[config.mk]
export PLATFORM = sky130hd
export DESIGN_NAME = hazard_ctrl
export DESIGN_NICKNAME = d
export VERILOG_FILES = /design/src/rtl/hazard_pkg.sv /design/src/rtl/md_busy_fsm.sv /design/src/rtl/hazard_ctrl.sv
export SDC_FILE = /design/constraint.sdc
export NUM_CORES = 1
export LEC_CHECK = 0
export CELL_PAD_IN_SITES_DETAIL_PLACEMENT = 2
export CELL_PAD_IN_SITES_GLOBAL_PLACEMENT = 2
export CORE_MARGIN = 3
export CORE_UTILIZATION = 36
export DETAILED_ROUTE_END_ITERATION = 16
export DONT_BUFFER_PORTS = 1
export HOLD_SLACK_MARGIN = 0.08
export PLACE_DENSITY = 0.8
export SKIP_LAST_GASP = 1
export SYNTH_ARGS = -nofsm -noshare
export SYNTH_HDL_FRONTEND = slang
export SYNTH_HIERARCHICAL = 1
export SYNTH_SLANG_ARGS = --single-unit
export TNS_END_PERCENT = 20
[constraint.sdc]
create_clock -name clk -period 7.3 [get_ports clk]
set_clock_uncertainty 0.2 [all_clocks]
set_input_delay 2.19 -clock clk [delete_from_list [all_inputs] [get_ports clk]]
set_output_delay 2.19 -clock clk [all_outputs]
set_load 0.005 [all_outputs]
[src/rtl/hazard_pkg.sv]
// Shared types and constants for the pipeline hazard controller.
// Holds the E-stage forward-select encodings and the mult/div FSM state type,
// plus a helper that turns M/W match flags into a forward select.
package hazard_pkg;

    localparam logic [1:0] FWD_RF = 2'b00;  // operand from register file
    localparam logic [1:0] FWD_W  = 2'b01;  // operand from writeback stage
    localparam logic [1:0] FWD_M  = 2'b10;  // operand from memory stage

    typedef enum logic [1:0] {
        IDLE = 2'b00,
        BUSY = 2'b01,
        DONE = 2'b10
    } md_state_t;

    // M is the younger producer, so it wins when both stages match.
    function automatic logic [1:0] fwd_e_sel(input logic hit_m, input logic hit_w);
        if (hit_m)      return FWD_M;
        else if (hit_w) return FWD_W;
        else            return FWD_RF;
    endfunction

endpackage

[src/rtl/md_busy_fsm.sv]
// Multi-cycle (mult/div) occupancy tracker: IDLE -> BUSY -> DONE -> IDLE.
// Ports: clk, rst (async high), start (op enters E), abort (exception in M),
//        busy (E must hold), ready (result valid this cycle).
// Latency: busy on the start cycle plus MD_LAT-2 BUSY cycles, ready for one
//          DONE cycle, so the op occupies E for exactly MD_LAT cycles.
module md_busy_fsm
    import hazard_pkg::*;
#(
    parameter int MD_LAT = 32,
    parameter int CNT_W  = 8
) (
    input  logic clk,
    input  logic rst,
    input  logic start,
    input  logic abort,
    output logic busy,
    output logic ready
);

    // Number of cycles spent in BUSY between the start cycle and DONE.
    localparam logic [CNT_W-1:0] LOAD = CNT_W'(MD_LAT - 2);

    md_state_t        r_state;
    md_state_t        w_state_nxt;
    logic [CNT_W-1:0] r_cnt;
    logic [CNT_W-1:0] w_cnt_nxt;
    logic [CNT_W-1:0] w_cnt_dec;

    assign w_cnt_dec = r_cnt - CNT_W'(1);

    always_ff @(posedge clk or posedge rst) begin
        if (rst) begin
            r_state <= IDLE;
            r_cnt   <= '0;
        end else begin
            r_state <= w_state_nxt;
            r_cnt   <= w_cnt_nxt;
        end
    end

    always_comb begin
        w_state_nxt = r_state;
        w_cnt_nxt   = r_cnt;
        busy        = 1'b0;
        ready       = 1'b0;
        case (r_state)
            IDLE: begin
                // A start squashed by an exception (or seen during reset)
                // never begins, so it must not stall the pipe either.
                if (start && !abort && !rst) begin
                    busy = 1'b1;
                    if (LOAD == '0) begin
                        // Two-cycle op: start cycle then straight to result.
                        w_state_nxt = DONE;
                    end else begin
                        w_state_nxt = BUSY;
                        w_cnt_nxt   = LOAD;
                    end
                end
            end
            BUSY: begin
                busy = 1'b1;
                // Counter holds the BUSY cycles still owed, this one included.
                w_cnt_nxt = w_cnt_dec;
                if (w_cnt_dec == '0) begin
                    w_state_nxt = DONE;
                end
            end
            DONE: begin
                ready       = 1'b1;
                w_state_nxt = IDLE;
            end
            default: begin
                w_state_nxt = IDLE;
                w_cnt_nxt   = '0;
            end
        endcase

        if (abort) begin
            w_state_nxt = IDLE;
            w_cnt_nxt   = '0;
        end
    end

endmodule

[src/rtl/hazard_ctrl.sv]
// Pipeline hazard controller: operand forwarding, load-use/branch stalls,
// multi-cycle mult/div holds and exception flushes.
// Ports: D/E source IDs, E/M/W destination IDs and write flags in; forward
//        selects, per-stage stall/flush and mult/div busy/ready out.
// All outputs are combinational from inputs and the registered md FSM state.
module hazard_ctrl
    import hazard_pkg::*;
#(
    parameter int REG_AW = 5,
    parameter int MD_LAT = 32,
    parameter int CNT_W  = 8
) (
    input  logic              clk,
    input  logic              rst,
    input  logic [REG_AW-1:0] rsD,
    input  logic [REG_AW-1:0] rtD,
    input  logic [REG_AW-1:0] rsE,
    input  logic [REG_AW-1:0] rtE,
    input  logic [REG_AW-1:0] writeregE,
    input  logic [REG_AW-1:0] writeregM,
    input  logic [REG_AW-1:0] writeregW,
    input  logic              regwriteE,
    input  logic              regwriteM,
    input  logic              regwriteW,
    input  logic              memtoregE,
    input  logic              memtoregM,
    input  logic              branchD,
    input  logic              jrD,
    input  logic              mdstartE,
    input  logic              exceptM,
    output logic [1:0]        forwardAE,
    output logic [1:0]        forwardBE,
    output logic              forwardAD,
    output logic              forwardBD,
    output logic              stallF,
    output logic              stallD,
    output logic              stallE,
    output logic              flushD,
    output logic              flushE,
    output logic              flushM,
    output logic              mdbusy,
    output logic              mdready
);

    logic w_rsD_nz, w_rtD_nz, w_rsE_nz, w_rtE_nz;
    logic w_wrE_nz, w_wrM_nz;
    logic w_lwstall, w_brstall;
    logic w_br_rs_hit, w_br_rt_hit;
    logic w_md_busy, w_md_ready;

    // Register 0 is hardwired zero: never forward or stall on it.
    assign w_rsD_nz = (rsD != '0);
    assign w_rtD_nz = (rtD != '0);
    assign w_rsE_nz = (rsE != '0);
    assign w_rtE_nz = (rtE != '0);
    assign w_wrE_nz = (writeregE != '0);
    assign w_wrM_nz = (writeregM != '0);

    assign forwardAE = fwd_e_sel(w_rsE_nz && regwriteM && (rsE == writeregM),
                                 w_rsE_nz && regwriteW && (rsE == writeregW));
    assign forwardBE = fwd_e_sel(w_rtE_nz && regwriteM && (rtE == writeregM),
                                 w_rtE_nz && regwriteW && (rtE == writeregW));

    assign forwardAD = w_rsD_nz && regwriteM && (rsD == writeregM);
    assign forwardBD = w_rtD_nz && regwriteM && (rtD == writeregM);

    assign w_lwstall = memtoregE && w_wrE_nz &&
                       ((writeregE == rsD) || (writeregE == rtD));

    // The D-stage comparator needs its operands now: an ALU result still in E
    // or a load still in M cannot be forwarded in time.
    assign w_br_rs_hit = (regwriteE && w_wrE_nz && (writeregE == rsD)) ||
                         (memtoregM && w_wrM_nz && (writeregM == rsD));
    assign w_br_rt_hit = (regwriteE && w_wrE_nz && (writeregE == rtD)) ||
                         (memtoregM && w_wrM_nz && (writeregM == rtD));
    // jr reads only rs.
    assign w_brstall = (branchD && (w_br_rs_hit || w_br_rt_hit)) ||
                       (jrD && w_br_rs_hit);

    md_busy_fsm #(
        .MD_LAT (MD_LAT),
        .CNT_W  (CNT_W)
    ) u_md_busy_fsm (
        .clk   (clk),
        .rst   (rst),
        .start (mdstartE),
        .abort (exceptM),
        .busy  (w_md_busy),
        .ready (w_md_ready)
    );

    assign mdbusy  = w_md_busy;
    assign mdready = w_md_ready;

    // Priority: reset/exception flush > mult/div hold > load/branch stall.
    always_comb begin
        stallF = 1'b0;
        stallD = 1'b0;
        stallE = 1'b0;
        flushD = 1'b0;
        flushE = 1'b0;
        flushM = 1'b0;
        if (rst || exceptM) begin
            flushD = 1'b1;
            flushE = 1'b1;
            flushM = 1'b1;
        end else if (w_md_busy) begin
            // Hold F/D/E around the multi-cycle op and bubble into M.
            stallF = 1'b1;
            stallD = 1'b1;
            stallE = 1'b1;
            flushM = 1'b1;
        end else if (w_lwstall || w_brstall) begin
            stallF = 1'b1;
            stallD = 1'b1;
            flushE = 1'b1;
        end
    end

endmodule

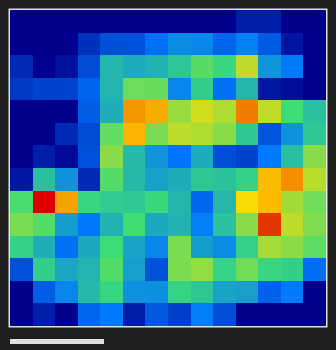
(run_1/wire_density.png)
The bar under the picture is 20 µm long. The die is cut into 14 by 14 equal tiles; dark blue is low, red is high, scaled to the fullest tile. Values are wire area over tile area, all layers added.
emptiest ninth of the die	top left
densest ninth of the die	right middle
nearly empty tiles	17%
tiles over half the peak	24%
fullest tile	0.45
mean over tiles	0.15
total wire length: 4.24 mm
Tot GR Track Use: 19.8%
post-DR wirelength/cell: 20.1 µm
via count: 1250

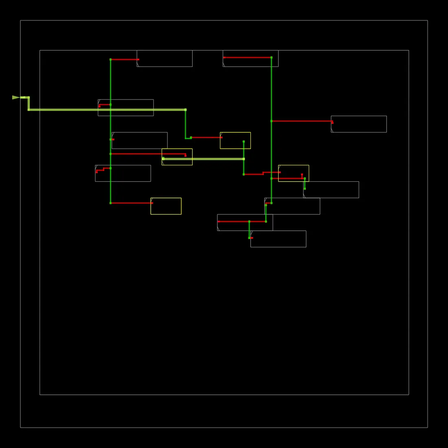
(run_1/final_clocks.png)
clock sink count: 10
clk pwr: 0.0000708 W
Latency at later pin: 240 ps
Seq cells: 10

==> job_summary.md, run 1 <==
## PnR job results

| Metric | Value |
|---|---|
| Status | `finished, final reports clean` |
| CP arrival | `3530 ps` |
| Sequential cell power | `0.0000692 W` |
| Met3 WL post-DR | `308 µm` |
| Synth flops | `10` |
| # Cells Yosys | `170` |
| Hold slack | `331 ps` |
| Final period util | `81.1%` |
| Die width | `67.5 µm` |
| First drt pass iteration count | `4` |
| Wire length of the first global-routing pass | `7.03 mm` |
| Top Layout Cells | `24 x xnor2_1, 15 x nor2_1, 14 x xor2_1` |
| Library cells used by synthesis | `48` |
| Log Warnings | `27` |
| Fmax | `0.169 GHz` |
| Pwr/cell area | `147 nW/µm²` |
| Die ar. | `4560 µm²` |
| Rel. slew slack | `60.1%` |
| Top cell category | `multi-input combinational cells` |
| Sequential cell area fraction in the yosys report | `18.4%` |
| Startpoint Class | `input pin` |
| Non-Clock Buffer Count | `0` |
| DR WL met2 | `2.06 mm` |
| FF+latch area | `250 µm²` |
| Clock-cell share of area | `3.90%` |
| Avg Cell Area, Syn | `8.02 µm²` |
| TritonCTS clock tree | `done` |
| Area of the core | `3490 µm²` |
| NonClk Buf Share | `0%` |
| Antenna violations before repair | `0` |
| Switching share of power | `31.8%` |
| Yosys stat area | `1360 µm²` |
| Synthesized area | `1360 µm²` |
| H-Tree Depth | `1` |
| Root buffer cell | `clkbuf_8` |
| Post-synth top flop | `dfrtp_1` |
| CTS clk-pin slew, worst paths | `50 ps` |
| Share of cells above drive strength 1 | `9.09%` |
| Final Hold Violation Tally | `0` |
| Port Buffer Count | `0` |
| Area Growth Syn to Fin | `3.67%` |
| Fillcell total | `407` |
| Final net count | `214` |
| CP max FO | `4` |
| Final Util | `40.4%` |
| Critical path endpoint category | `output pin` |
| VDD IR max | `0.0677 mV` |
| Mean number of vias per cell | `5.92` |
| DP Cell Count | `207` |
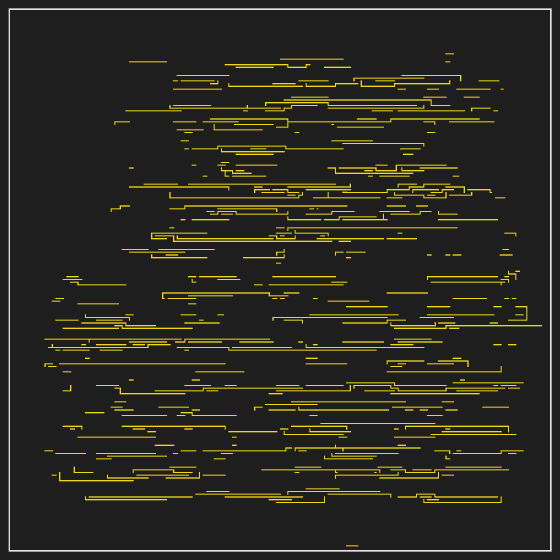
(run_1/met1.png)
wire length on this layer	1870 µm
longest straight run	21.2 µm
share of all routed wire	44%
nets with wire on the layer	195
GRT met1 Usage: 24.9%

-- run 1: metrics by stage --
| step | setup slack (ps) | area (µm²) |
|---|---|---|
| floorplan | 1390 | 1360 |
| global placement | 1430 | 1360 |
| detailed placement | 1360 | 1360 |
| CTS | 1350 | 1410 |
| global route | 1190 | 1410 |
| finish | 1380 | 1410 |
-- run 1: registers in the layout, indices dropped and copies added (netlist names) --
register and cells:
u_md_busy_fsm/r_cnt 8, u_md_busy_fsm/r_state 2
-- run 1: cell families (layout without fill, tap and decap cells) --
group	count (synthesis)	after routing	share of synthesized area [%]
AOI/OAI and AO/OA	36	36	19.2
xor gates and xnor gates	38	38	24.4
adders and majority gates	2	2	1.84
buffers and inverters	22	17	8.17
DFF	10	10	18.4
and+or+nand+nor	62	62	28.0
-- run 1: critical path, stage by stage --
cell and delay (ps):
nor2b_1 120, a2111oi_2 330, nand4b_1 200, o22ai_2 260, o21ai_0 130, a31oi_1 300
-- run 1: path summary, 6_finish.rpt --
check                                              startpoint                                   end  slack (ps)  cells past startpoint
hold reg to reg            u_md_busy_fsm/r_cnt[7]$_DFFE_PP0P_    u_md_busy_fsm/r_cnt[7]$_DFFE_PP0P_         330                      1
hold / removal             u_md_busy_fsm/r_cnt[7]$_DFFE_PP0P_    u_md_busy_fsm/r_cnt[7]$_DFFE_PP0P_         330                      1
setup reg to reg           u_md_busy_fsm/r_cnt[1]$_DFFE_PP0P_  u_md_busy_fsm/r_state[0]$_DFFE_PP0P_        5030                      6
max in group asynchronous                                 rst    u_md_busy_fsm/r_cnt[4]$_DFFE_PP0P_        4930                      1
setup / recovery                                       rsD[0]                                stallF        1380                      6
min in group asynchronous                                 rst    u_md_busy_fsm/r_cnt[2]$_DFFE_PP0P_        1650                      1
==> run_1/met3.png <==
The bar under the picture is 20 µm long.
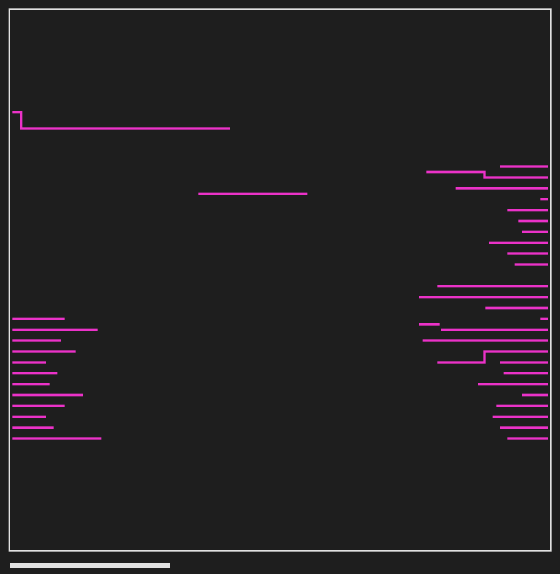

## Run 2: what changed since run 1
CORE_UTILIZATION = 31   (was 36)
PLACE_DENSITY = 0.73   (was 0.8)
clock period = 4.7 ns   (was 7.3 ns; I/O delays follow)
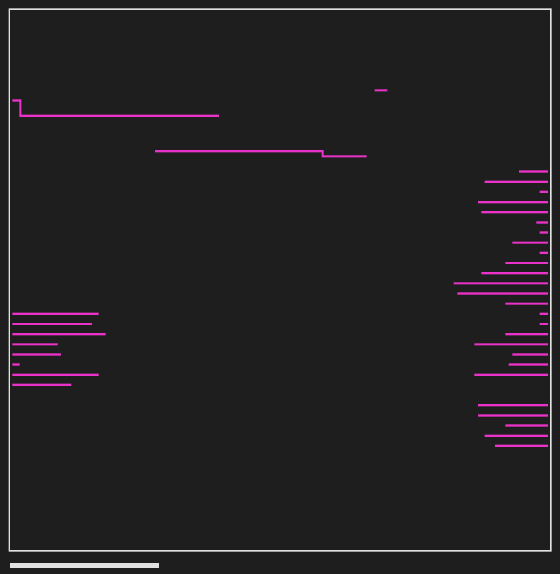
(run_2/met3.png)
The bar under the picture is 20 µm long.
longest straight run	26.4 µm
nets with wire on the layer	36
total wire length: 4.28 mm
met3 usage: 4.29%
via count: 1258

==> job_summary.md, run 2 <==
## PnR job results

| Metric | Value |
|---|---|
| Top Layout Cells | `24 x xnor2_1, 15 x nor2_1, 14 x xor2_1 (unchanged)` |
| Biggest regs | `u_md_busy_fsm/r_cnt (8), u_md_busy_fsm/r_state (2) (unchanged)` |
| Simple share | `28.0% (unchanged)` |
| VDD IR max | `0.107 mV (was 0.0677 mV)` |
| Final period util | `91.5%` |
| Synth flops | `10 (unchanged)` |
| Area Growth Syn to Fin | `3.58% (was 3.67%)` |
| Clk pwr | `0.0000898 W (was 0.0000708 W)` |
| First drt pass iteration count | `4 (unchanged)` |
| Aoi share | `19.2% (unchanged)` |
| Post-DR wirelength/cell | `19.9 µm (was 20.1 µm)` |
| Tot GR Track Use | `17.1% (was 19.8%)` |
| Pwr/cell area | `215 nW/µm² (was 147 nW/µm²)` |
| XOR/XNOR Area Share | `24.4% (unchanged)` |
| Die ar. | `5230 µm² (was 4560 µm²)` |
| Status | `finished, final reports clean (unchanged)` |
| Multiplexer share of the synthesized area | `0% (unchanged)` |
| Sequential cell area fraction in the yosys report | `18.4% (unchanged)` |
| Avg Cell Area, Syn | `8.02 µm² (unchanged)` |
| CP max FO | `4 (unchanged)` |
| H-Tree Depth | `1 (unchanged)` |
| Reg with most FFs | `u_md_busy_fsm/r_cnt (unchanged)` |
| Hold slack | `310 ps (was 331 ps)` |
| DR WL met2 | `2.11 mm (was 2.06 mm)` |
| Post-synth top flop | `dfrtp_1 (unchanged)` |
| Synthesized area | `1360 µm² (unchanged)` |
| Yosys stat area | `1360 µm² (unchanged)` |
| Rel. slew slack | `53.1% (was 60.1%)` |
| Library cells used by synthesis | `48 (unchanged)` |
| Fmax | `0.232 GHz` |
| Adder share | `1.84% (unchanged)` |
| Critical path endpoint category | `output pin (unchanged)` |
| Wire length of the first global-routing pass | `7.05 mm (was 7.03 mm)` |
| Clock sink count | `10 (unchanged)` |
| # Cells Yosys | `170 (unchanged)` |
| Root buffer cell | `clkbuf_8 (unchanged)` |
| Port Buffer Count | `0 (unchanged)` |
| TritonCTS clock tree | `done (unchanged)` |
| Area of the core | `4120 µm² (was 3490 µm²)` |
| Cell area after placement | `1370 µm² (was 1360 µm²)` |
| Die width | `72.3 µm (was 67.5 µm)` |
| Log Warnings | `27 (unchanged)` |
| Met3 WL post-DR | `280 µm (was 308 µm)` |
| CTS clk-pin slew, worst paths | `50 ps (about the same)` |
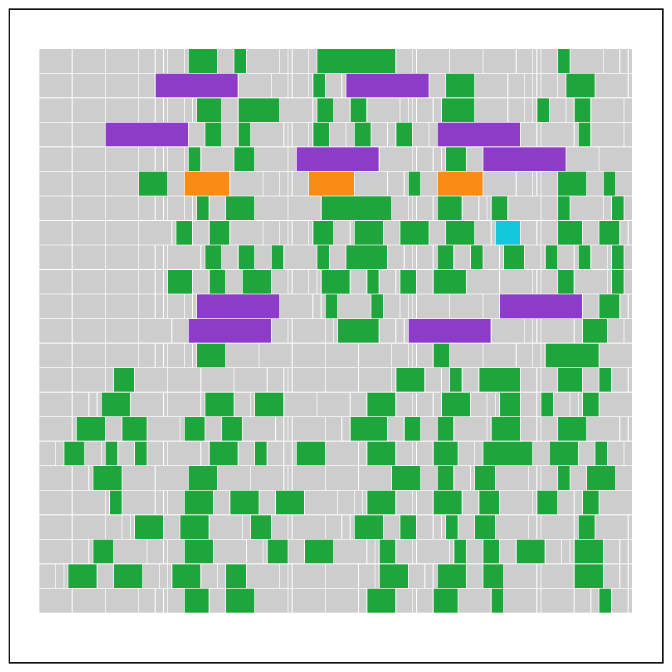
(run_2/cell_classes.png)
Fill, decap, tap and diode cells in gray.
color	class	cells	share of their area
purple	flip-flops	10	19%
orange	cells driving clock nets	3	3.1%
cyan	other buffers and delay cells	1	0.56%
green	all other logic	151	78%

==> run 2: worst max-delay path, cell delays in order <==
cell	delay, ps
nor2b_1	120
a2111oi_2	320
nand4b_1	180
o22ai_2	250
o21ai_0	120
a31oi_1	290
==> run 2: cell type report <==
| cell class | count | area (µm²) |
|---|---|---|
| clock buffers | 3 | 41.3 |
| fillers | 495 | 2700 |
| inverters | 13 | 48.8 |
| multi-input cells | 138 | 1000 |
| flip-flops and latches | 10 | 250 |
| well taps | 50 | 62.6 |
| repair buffers | 1 | 7.51 |
==> run 2: worst paths after layout <==
| check | cells after the start | slack, ps | endpoint | startpoint |
|---|---|---|---|---|
| setup / recovery | 6 | 400 | stallF | rsD[0] |
| hold / removal | 1 | 310 | u_md_busy_fsm/r_cnt[7]$_DFFE_PP0P_ | u_md_busy_fsm/r_cnt[7]$_DFFE_PP0P_ |
| setup reg to reg | 6 | 2550 | u_md_busy_fsm/r_state[0]$_DFFE_PP0P_ | u_md_busy_fsm/r_cnt[1]$_DFFE_PP0P_ |
| max in group asynchronous | 2 | 3270 | u_md_busy_fsm/r_cnt[6]$_DFFE_PP0P_ | rst |
| min in group asynchronous | 2 | 880 | u_md_busy_fsm/r_state[0]$_DFFE_PP0P_ | rst |
| hold reg to reg | 1 | 310 | u_md_busy_fsm/r_cnt[7]$_DFFE_PP0P_ | u_md_busy_fsm/r_cnt[7]$_DFFE_PP0P_ |
==> run 2: stage by stage <==
stage                     instances  utilization [%]  worst slack (ps)
after detailed placement        212             33.3               373
after CTS                       215             34.3               380
after global placement          212             33.3               395
final                           215             34.3               397
after floorplan                 170                -               348
after global routing            215             34.3               238
==> run 2: routing by layer <==
layer	GRT usage [%]	vias to the layer above
li1	-	592
met1	21.9	625
met2	30.3	41
met3	4.29	0
met4	0.835	0
met5	0	-
Power figures rest on the tool's default switching activity, not on a simulated workload.
